m2.png
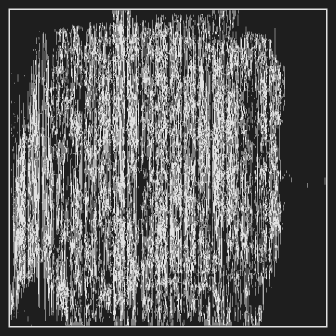
m1.png
Bar = 100 microns.
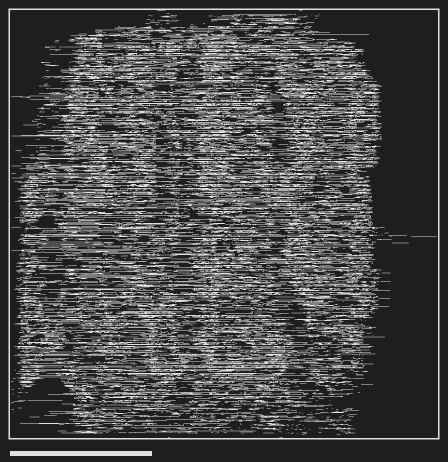
congestion_map.png
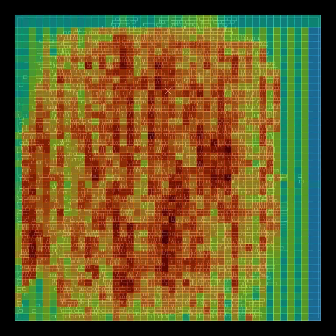
route_heat.png
Bar = 100 microns. The die is cut into 30 by 30 equal tiles; black is low, pale yellow is high, scaled to the fullest tile. Values are wire area over tile area, all layers added.
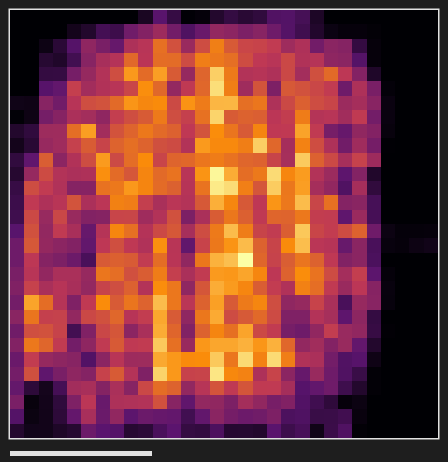
$ cat config.mk
export PLATFORM = sky130hd
export DESIGN_NAME = mdu_iterative_flat
export DESIGN_NICKNAME = d
export VERILOG_FILES = /design/src/rtl/mdu_pkg.sv /design/src/rtl/mdu_if.sv /design/src/rtl/mdu_neg.sv /design/src/rtl/mdu_iterative.sv /design/src/flat_wrapper.sv
export SDC_FILE = /design/constraint.sdc
export NUM_CORES = 2
export LEC_CHECK = 0
export CAP_MARGIN = 20
export CORE_MARGIN = 2
export CORE_UTILIZATION = 45
export DETAILED_ROUTE_END_ITERATION = 8
export PLACE_DENSITY = 0.72
export SYNTH_ARGS = -nofsm -noshare
export SYNTH_HDL_FRONTEND = slang
export SYNTH_HIERARCHICAL = 1
export SYNTH_SLANG_ARGS = --single-unit
export TNS_END_PERCENT = 20
$ cat constraint.sdc
create_clock -name clk -period 7.47 [get_ports clk]
set_input_delay 0.747 -clock clk [delete_from_list [all_inputs] [get_ports clk]]
set_output_delay 0.747 -clock clk [all_outputs]
set_load 0.03 [all_outputs]
$ cat src/rtl/mdu_pkg.sv
// Shared definitions for the iterative RV64M multiply/divide unit:
// funct3 encodings, FSM states and operand-signedness helpers.
package mdu_pkg;

    localparam int MDU_XLEN = 64;

    localparam logic [2:0] OP_MUL    = 3'b000;
    localparam logic [2:0] OP_MULH   = 3'b001;
    localparam logic [2:0] OP_MULHSU = 3'b010;
    localparam logic [2:0] OP_MULHU  = 3'b011;
    localparam logic [2:0] OP_DIV    = 3'b100;
    localparam logic [2:0] OP_DIVU   = 3'b101;
    localparam logic [2:0] OP_REM    = 3'b110;
    localparam logic [2:0] OP_REMU   = 3'b111;

    localparam logic [MDU_XLEN-1:0] MIN_INT = {1'b1, {(MDU_XLEN-1){1'b0}}};

    typedef enum logic [1:0] {IDLE, CALC, FIX, DONE} state_t;

    function automatic logic op_is_div(input logic [2:0] op);
        return op[2];
    endfunction

    function automatic logic op_a_signed(input logic [2:0] op);
        return (op == OP_MULH) || (op == OP_MULHSU) || (op == OP_DIV) || (op == OP_REM);
    endfunction

    function automatic logic op_b_signed(input logic [2:0] op);
        return (op == OP_MULH) || (op == OP_DIV) || (op == OP_REM);
    endfunction

endpackage

$ cat src/rtl/mdu_if.sv
// Execute-stage request / writeback bundle between the issue logic and the MDU.
interface mdu_if
    import mdu_pkg::*;
#(
    parameter int XLEN       = MDU_XLEN,
    parameter int REG_ADDR_W = 5
);
    logic                  start;
    logic [2:0]            op;
    logic [XLEN-1:0]       rs1_val;
    logic [XLEN-1:0]       rs2_val;
    logic [REG_ADDR_W-1:0] rd_addr;
    logic                  kill;
    logic                  busy;
    logic                  done;
    logic [XLEN-1:0]       result;
    logic [REG_ADDR_W-1:0] wr_addr;
    logic                  wr_en;

    modport master (
        output start, op, rs1_val, rs2_val, rd_addr, kill,
        input  busy, done, result, wr_addr, wr_en
    );

    modport slave (
        input  start, op, rs1_val, rs2_val, rd_addr, kill,
        output busy, done, result, wr_addr, wr_en
    );
endinterface

$ cat src/rtl/mdu_neg.sv
// Conditional two's-complement negation; used for operand magnitudes and
// for the final sign correction of product, quotient and remainder.
module mdu_neg #(
    parameter int W = 64
) (
    input  logic         neg,
    input  logic [W-1:0] din,
    output logic [W-1:0] dout
);
    assign dout = neg ? (~din + W'(1)) : din;
endmodule

$ cat src/rtl/mdu_iterative.sv
// Radix-2 iterative RV64M unit: shift-add multiply and restoring divide on
// operand magnitudes, one bit per cycle, with a two-cycle sign-fix stage.
module mdu_iterative
    import mdu_pkg::*;
#(
    parameter int XLEN       = MDU_XLEN,
    parameter int REG_ADDR_W = 5
) (
    input  logic clk,
    input  logic reset,
    mdu_if.slave bus
);
    localparam int CNT_W = $clog2(XLEN) + 1;

    state_t                state, state_nxt;
    logic [CNT_W-1:0]      cnt;
    logic                  fix_p1;
    logic [2:0]            op_q;
    logic [REG_ADDR_W-1:0] rd_q;
    logic [XLEN-1:0]       res_q, res_sel;
    logic [XLEN-1:0]       a_mag, b_mag, quo, rem;
    logic [2*XLEN-1:0]     prod;
    logic                  neg_prod, neg_quo, neg_rem;

    logic signed [XLEN-1:0] rs1_s, rs2_s;
    logic                   a_neg, b_neg, accept, div0, ovf, special;
    logic [XLEN-1:0]        rs1_abs, rs2_abs, quo_fix, rem_fix, addend;
    logic [2*XLEN-1:0]      prod_fix;
    logic [XLEN:0]          mul_sum, div_sh, div_diff;

    assign rs1_s   = $signed(bus.rs1_val);
    assign rs2_s   = $signed(bus.rs2_val);
    assign a_neg   = op_a_signed(bus.op) && (rs1_s < 0);
    assign b_neg   = op_b_signed(bus.op) && (rs2_s < 0);
    assign accept  = (state == IDLE) && bus.start && !bus.kill;
    assign div0    = op_is_div(bus.op) && (bus.rs2_val == '0);
    assign ovf     = ((bus.op == OP_DIV) || (bus.op == OP_REM)) &&
                     (bus.rs1_val == MIN_INT) && (bus.rs2_val == '1);
    assign special = div0 || ovf;

    mdu_neg #(.W(XLEN))   u_abs_a    (.neg(a_neg),    .din(bus.rs1_val), .dout(rs1_abs));
    mdu_neg #(.W(XLEN))   u_abs_b    (.neg(b_neg),    .din(bus.rs2_val), .dout(rs2_abs));
    mdu_neg #(.W(2*XLEN)) u_fix_prod (.neg(neg_prod), .din(prod),        .dout(prod_fix));
    mdu_neg #(.W(XLEN))   u_fix_quo  (.neg(neg_quo),  .din(quo),         .dout(quo_fix));
    mdu_neg #(.W(XLEN))   u_fix_rem  (.neg(neg_rem),  .din(rem),         .dout(rem_fix));

    // Iteration datapath: product high half accumulates, remainder trial-subtracts
    assign addend   = prod[0] ? a_mag : '0;
    assign mul_sum  = {1'b0, prod[2*XLEN-1:XLEN]} + {1'b0, addend};
    assign div_sh   = {rem, quo[XLEN-1]};
    assign div_diff = div_sh - {1'b0, b_mag};

    always_comb begin
        case (op_q)
            OP_MUL:                        res_sel = prod[XLEN-1:0];
            OP_MULH, OP_MULHSU, OP_MULHU:  res_sel = prod[2*XLEN-1:XLEN];
            OP_DIV, OP_DIVU:               res_sel = quo;
            OP_REM, OP_REMU:               res_sel = rem;
            default:                       res_sel = '0;
        endcase
    end

    always_ff @(posedge clk or posedge reset) begin
        if (reset) state <= IDLE;
        else       state <= state_nxt;
    end

    always_comb begin
        state_nxt = state;
        case (state)
            IDLE: if (accept) state_nxt = special ? FIX : CALC;
            CALC: begin
                if (bus.kill)                  state_nxt = IDLE;
                else if (cnt == CNT_W'(1))     state_nxt = FIX;
            end
            FIX: begin
                if (bus.kill)    state_nxt = IDLE;
                else if (fix_p1) state_nxt = DONE;
            end
            DONE:    state_nxt = IDLE;
            default: state_nxt = IDLE;
        endcase
    end

    always_ff @(posedge clk or posedge reset) begin
        if (reset) begin
            cnt    <= '0;
            fix_p1 <= 1'b0;
            rd_q   <= '0;
            res_q  <= '0;
        end else begin
            case (state)
                IDLE: if (accept) begin
                    rd_q   <= bus.rd_addr;
                    cnt    <= special ? '0 : CNT_W'(XLEN);
                    fix_p1 <= 1'b0;
                end
                CALC: cnt <= cnt - CNT_W'(1);
                // FIX is split: negation is registered first so the 128-bit
                // carry chain never feeds the result mux in the same cycle.
                FIX: begin
                    fix_p1 <= ~fix_p1;
                    if (fix_p1 && !bus.kill) res_q <= res_sel;
                end
                default: ;
            endcase
        end
    end

    always_ff @(posedge clk) begin
        case (state)
            IDLE: if (accept) begin
                op_q     <= bus.op;
                a_mag    <= rs1_abs;
                b_mag    <= rs2_abs;
                prod     <= {{XLEN{1'b0}}, rs2_abs};
                quo      <= rs1_abs;
                rem      <= '0;
                neg_prod <= a_neg ^ b_neg;
                neg_quo  <= a_neg ^ b_neg;
                neg_rem  <= a_neg;
                if (div0) begin
                    quo     <= '1;
                    rem     <= bus.rs1_val;
                    neg_quo <= 1'b0;
                    neg_rem <= 1'b0;
                end else if (ovf) begin
                    quo     <= MIN_INT;
                    rem     <= '0;
                    neg_quo <= 1'b0;
                    neg_rem <= 1'b0;
                end
            end
            CALC: begin
                if (op_is_div(op_q)) begin
                    quo <= {quo[XLEN-2:0], ~div_diff[XLEN]};
                    rem <= div_diff[XLEN] ? div_sh[XLEN-1:0] : div_diff[XLEN-1:0];
                end else begin
                    prod <= {mul_sum, prod[XLEN-1:1]};
                end
            end
            FIX: if (!fix_p1) begin
                prod <= prod_fix;
                quo  <= quo_fix;
                rem  <= rem_fix;
            end
            default: ;
        endcase
    end

    assign bus.busy    = (state == CALC) || (state == FIX);
    assign bus.done    = (state == DONE) && !bus.kill;
    assign bus.wr_en   = bus.done && (rd_q != '0);
    assign bus.result  = res_q;
    assign bus.wr_addr = rd_q;

endmodule

$ cat src/flat_wrapper.sv
// flat-port wrapper written by rule: the top's interface ports become plain ports
module mdu_iterative_flat import mdu_pkg::*;
#(
    parameter int XLEN       = MDU_XLEN,
    parameter int REG_ADDR_W = 5
)
  (clk, reset, bus_start, bus_op, bus_rs1_val, bus_rs2_val, bus_rd_addr, bus_kill, bus_busy, bus_done, bus_result, bus_wr_addr, bus_wr_en);
  mdu_if #(.XLEN(XLEN), .REG_ADDR_W(REG_ADDR_W)) bus_i ();
  input  logic clk;
  input  logic reset;
  input wire logic [$bits(bus_i.start)-1:0] bus_start;
  input wire logic [$bits(bus_i.op)-1:0] bus_op;
  input wire logic [$bits(bus_i.rs1_val)-1:0] bus_rs1_val;
  input wire logic [$bits(bus_i.rs2_val)-1:0] bus_rs2_val;
  input wire logic [$bits(bus_i.rd_addr)-1:0] bus_rd_addr;
  input wire logic [$bits(bus_i.kill)-1:0] bus_kill;
  output wire logic [$bits(bus_i.busy)-1:0] bus_busy;
  output wire logic [$bits(bus_i.done)-1:0] bus_done;
  output wire logic [$bits(bus_i.result)-1:0] bus_result;
  output wire logic [$bits(bus_i.wr_addr)-1:0] bus_wr_addr;
  output wire logic [$bits(bus_i.wr_en)-1:0] bus_wr_en;
  assign bus_i.start = bus_start;
  assign bus_i.op = bus_op;
  assign bus_i.rs1_val = bus_rs1_val;
  assign bus_i.rs2_val = bus_rs2_val;
  assign bus_i.rd_addr = bus_rd_addr;
  assign bus_i.kill = bus_kill;
  assign bus_busy = bus_i.busy;
  assign bus_done = bus_i.done;
  assign bus_result = bus_i.result;
  assign bus_wr_addr = bus_i.wr_addr;
  assign bus_wr_en = bus_i.wr_en;
  mdu_iterative #(.XLEN(XLEN), .REG_ADDR_W(REG_ADDR_W)) u_core (.clk(clk), .reset(reset), .bus(bus_i));
endmodule
==> run summary <==
From the run reports.

- The filler cell count in the final layout reads 8186.
- The cell type with the largest total area is sky130_fd_sc_hd__edfxtp_1.
- The proportion of cell area occupied by multi-input gates is 55.2%.
- The buffer levels on the longest clock path is 3.
- The slack of the critical path is 2.51 ns.
- The fraction of cell area in non-clock buffers is 5.72%.
- The routed length on met2 reads 69600 microns.
- The transition time of the tightest slew-check pin is 1.26 ns.
- The run reported a max-capacitance violation count of 0.
- The number of DRC markers in iteration 0 reads 6734.
- The via count of the first global-routing pass is 36400.
- After floorplanning, the die was sized to cover 91200 sq um.
- The leading register cell type out of synthesis reads sky130_fd_sc_hd__edfxtp_1.
- Checking max transition, the worst relative margin is 14.9%.
- The count of endpoints failing hold in the final timing report is 0.
- The total wire length is 163000 microns.
- The number of cells after detailed placement reads 5696.
- The run finished, with violations left.
- Counting cells, the worst reg-to-reg path comes to 10.
- The maximum number of pins on one net before global-route repair reads 129.
- The endpoint type of the worst setup path is a register.
- Per the OpenROAD floorplan log, the width of the die is 302 microns.
- The clock buffer count is 75.
- Looking at the reg2reg group, the worst path ends at u_core/prod[62]$_DFFE_PP_.
- The power report lists cell-internal power as 10.6 mW.
- The placed instance area reads 42900 sq um.
- The number of non-clock inverters is 128.
- The sum of met3 wire segment lengths after detailed routing reads 21900 microns.
- Per the Yosys statistics, synthesis produced 4545 cells.
- Timing analysis after detailed placement gives a worst setup slack of 2.58 ns.
- The worst hold slack reads 0.284 ns.
- In the final layout, the multi-input gates occupy 24800 sq um.
- The area of the mapped netlist reads 40000 sq um.
- The relative contribution of sequential cells to total power reads 31.1%.
- The number of buffers and inverters on the critical path is 1.
- The sequential group power reads 6.59 mW.
- The fmax is 202 MHz.
- The worst supply voltage drop on vdd reads 520 uV.
- The count of nets left with antenna violations once routing finished came out at 0.
- On met2, the global router reports a usage of 51.8%.
- The detailed router put a total of 61900 microns of wire on met1.
- The top cell types in the final layout, fill and taps aside, are sky130_fd_sc_hd__a21oi_1, sky130_fd_sc_hd__xnor2_1, sky130_fd_sc_hd__o21ai_0.
- According to the floorplan log, the row count is 109.
- The detailed-route DRC error count is 6.
- The final reports fail on design-rule violations.
- The clock tree from TritonCTS reads done.
- The setup path with the least slack is of type register to register.
- The met1 usage in global routing is 46.4%.
- The combined flip-flop and latch cell area is 13700 sq um.
- All stages included, the depth of the critical timing path comes to 10.
- The setup slack on the worst flop-to-flop path reads 2.51 ns.
-- m2.png (at the start) --
wire length on this layer: 69.6 mm
share of all routed wire: 43%
nets with wire on the layer: 4015
longest straight run: 110 microns

-- m1.png (at the start) --
main direction: horizontal
wire length on this layer: 61.9 mm

-- congestion_map.png (at the start) --
combined global-route utilization of all metal layers: 34.7%
most heavily used metal layer in global routing: met2
Layout Utilization: 50.8%
average detailed-routed wire length per instance: 28.1 microns

-- route_heat.png (at the start) --
emptiest ninth of the die: lower right
densest ninth of the die: centre
tiles over half the peak: 39%
nearly empty tiles: 17%
mean over tiles: 0.32

-- logic make-up (layout without fill, tap and decap cells) --
family	count (synthesis)	after routing	share of synthesized area, %
AND-OR/OR-AND	1680	1680	27.1
XOR/XNOR	493	493	10.8
other	0	3	0
AND/OR/NAND/NOR	1328	1328	18.5
flip-flops	469	469	34.3
multiplexers	26	26	0.676
buffers and inverters	406	497	4.05
adder cells (fa/ha/maj)	143	143	4.52
-- sequential cells by signal, indices dropped and copies added (netlist names) --
signal and count:
u_core/bus.wr_addr 5, u_core/neg_prod 1, u_core/quo 64, u_core/op_q 3
u_core/a_mag 64, u_core/rem 64, u_core/bus.result 64, u_core/cnt 7
u_core/fix_p1 1, u_core/prod 128, u_core/b_mag 64, u_core/neg_rem 1
u_core/neg_quo 1, u_core/state 2
No activity file was given, so power comes from the tool's default toggle rates.
